Design gray2bin_pipe, sky130hd; sources not shown.
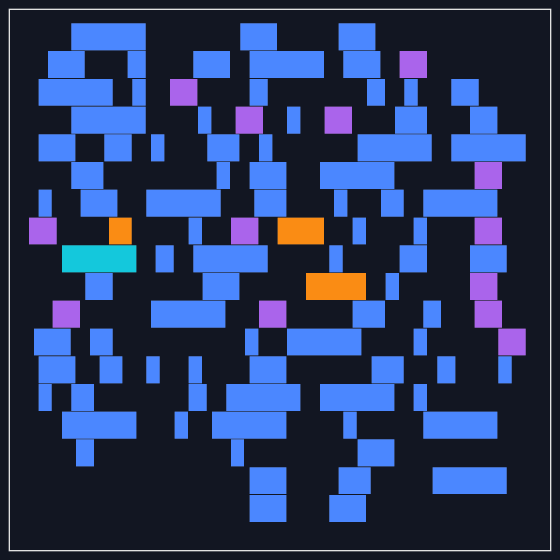
**Above:** run 1 (cell sizes after repair).
drive 1 or less: shown in blue, cells 83. drive 3 to 4: shown in purple, cells 13. drive 6 and up: shown in cyan, cells 1. drive 2: shown in orange, cells 3.
Setup WS post-layout: 0.417 ns
fin area: 975 µm²

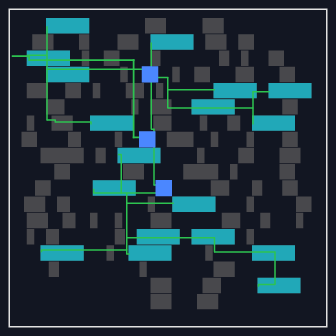
**Above:** run 1 (clock distribution).
cells driving clock nets: shown in blue, count 3. flip-flops: shown in cyan, count 18. clock wires: shown in green, length 231 µm.
There are 4 routed clock nets.
P_clk: 0.000135 W
Clock Latency Late Sink: 0.28 ns
clock share of power: 22.7%

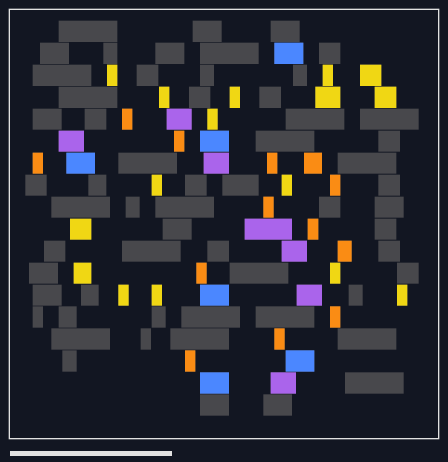
**Above:** run 1 (logic cells by family).
Scale bar: 20 µm.
XOR/XNOR gates: shown in purple, cells 7. NOR gates: shown in orange, cells 13. multiplexers: shown in blue, cells 6. NAND gates: shown in yellow, cells 16.
Commonest Layout Cell: dfxtp_1
non-filler cells, final: 130
combinational share of cell area: 35.0%

==> flow_metrics.tcl, run 1 <==
# place-and-route summary
set metrics [dict create \
    outcome "finished clean" \
    cp_max_fo 3 \
    max_freq_mhz 458 \
    syn-mean-instance-area_um2 9.20 \
    drc_errors 0 \
    path_buffers 2 \
    worstSetupStartpointType "input port" \
    fillers 297 \
    yosys-top-cells-count "dfxtp_1, nand2_1, nor2_1" \
    max_slew_margin_pct 63.8 \
    dr.pass1.iters 2 \
    grt-ovfl-total 0 \
    powerSeq_w 0.000306 \
    fin_crit_sh_pct 84.0 \
    maxPowerGroup "registers" \
    globalRouteTotalUtil_pct 14.7 \
    reg2reg_depth 4 \
    final_net_count 114 \
    comb_cells 55 \
    routed_wl_um 1750 \
    dp_cells 127 \
    syn-instance-count 79 \
    area_growth_pct 34.1 \
    ys_sh_simple_pct 20.7 \
    ctsResizeCount 0 \
    synthAdderAreaFrac_pct 0 \
    clockBufferCount 3 \
    dp_hpwl_um 1330 \
    clkTransAtPathRegs_ns 0.10 \
    total_power_w 0.000595 \
]
--- run 2 (diff from run 1) ---
- CORE_UTILIZATION: 28 -> 23
- PLACE_DENSITY: 0.82 -> 0.72
- clock period: 2.6 -> 1.8 ns (I/O delays scaled with it)
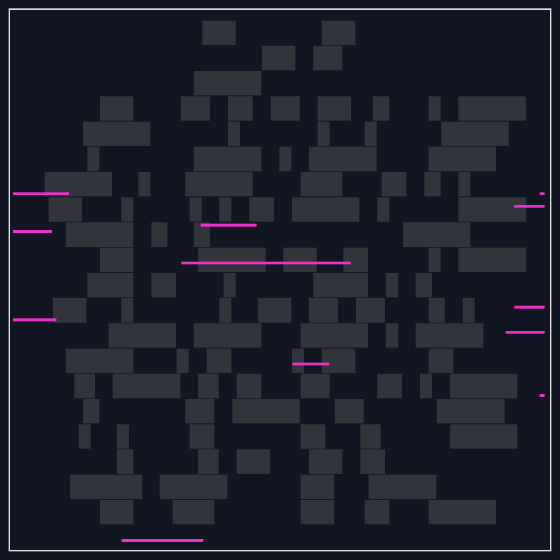
**Above:** run 2 (the metal 3 layer).
The layer carries 60.3 µm of wire. The wires run mostly horizontal. The layer holds 3.4% of the routed length. 11 nets have wire on it.
met3 Use GR: 3.35%
via total after detailed routing: 627
Detailed Route WL: 1800 µm

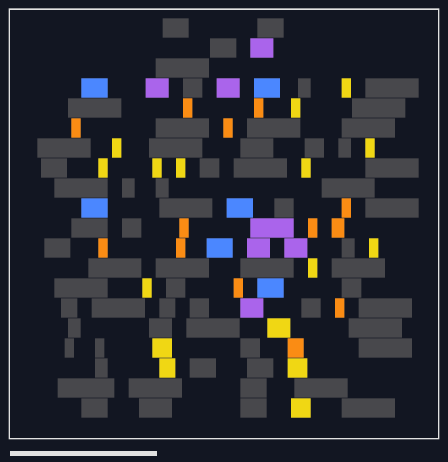
**Above:** run 2 (logic cells by family).
Scale bar: 20 µm.
combinational share of cell area: 29.3%
non-filler cells, final: 150

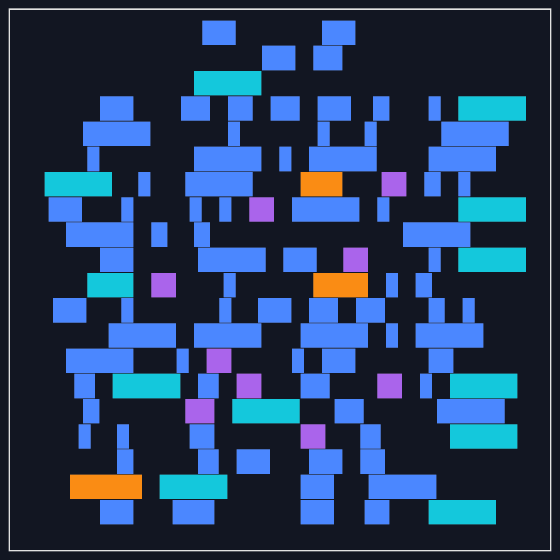
**Above:** run 2 (cell sizes after repair).
fin area: 1170 µm²
synth-to-layout area growth: 61.6%

==> run 2 against run 1 <==
Critical path depth fell by 1. Register-to-register slack lost 0.69 ns. Combinational power increased by about 70%. Clock power up 86%. Area after synthesis unchanged. Die size up 21%. Setup slack got worse by 0.25 ns. Critical endpoint unchanged. Largest cell class is now buffers.
==> flow_metrics.tcl, run 2 <==
# place-and-route summary
set metrics [dict create \
    insertion_delay_ns 0.30 \
    cts_tree "yes" \
    largest_area_cell "dfxtp_1" \
    dp_cells 146 \
    syn_nets 91 \
    comb_cells 55 \
    hold_ws_ns 0.370 \
    fillers 321 \
    path_buffers 1 \
    globalRouteTotalUtil_pct 12.1 \
    dieWidth_um 58.2 \
    syn-mean-instance-area_um2 9.20 \
    drc_errors 0 \
    clkTransAtPathRegs_ns 0.10 \
    synthAdderAreaFrac_pct 0 \
    syn-instance-count 79 \
    total_power_w 0.000961 \
    ys_sh_simple_pct 20.7 \
    clock_sinks 18 \
    grt-ovfl-total 0 \
    p_clk_w 0.000251 \
    vias_per_cell 4.18 \
    max_slew_margin_pct 82.0 \
    ys_chip_area_um2 727 \
    switching_share_pct 31.2 \
    initCoreUtil_pct 24.0 \
    ctsResizeCount 1 \
    dr.pass1.iters 4 \
    fin_crit_sh_pct 90.7 \
    cp.depth 3 \
    synthDistinctLibCells 20 \
    power.share.clock_pct 26.1 \
    crit_family "flip-flops" \
    yosys-top-cells-count "dfxtp_1, nand2_1, nor2_1" \
    outcome "finished clean" \
    final_common_cell "dfxtp_1" \
    worstSetupStartpointType "flop" \
    ir_drop_uv 400 \
    top_cell_area_share_pct 49.6 \
    maxPowerGroup "registers" \
    xor_share_pct 9.47 \
    max_freq_mhz 613 \
    leakage_nw 0.472 \
    final-max-slew-violation-count 0 \
    dp_hpwl_um 1380 \
    reg2reg_depth 6 \
    cp_max_fo 4 \
    antenna_found_initial 0 \
    clockBufferCount 4 \
]
Power and IR drop assume default switching activity.
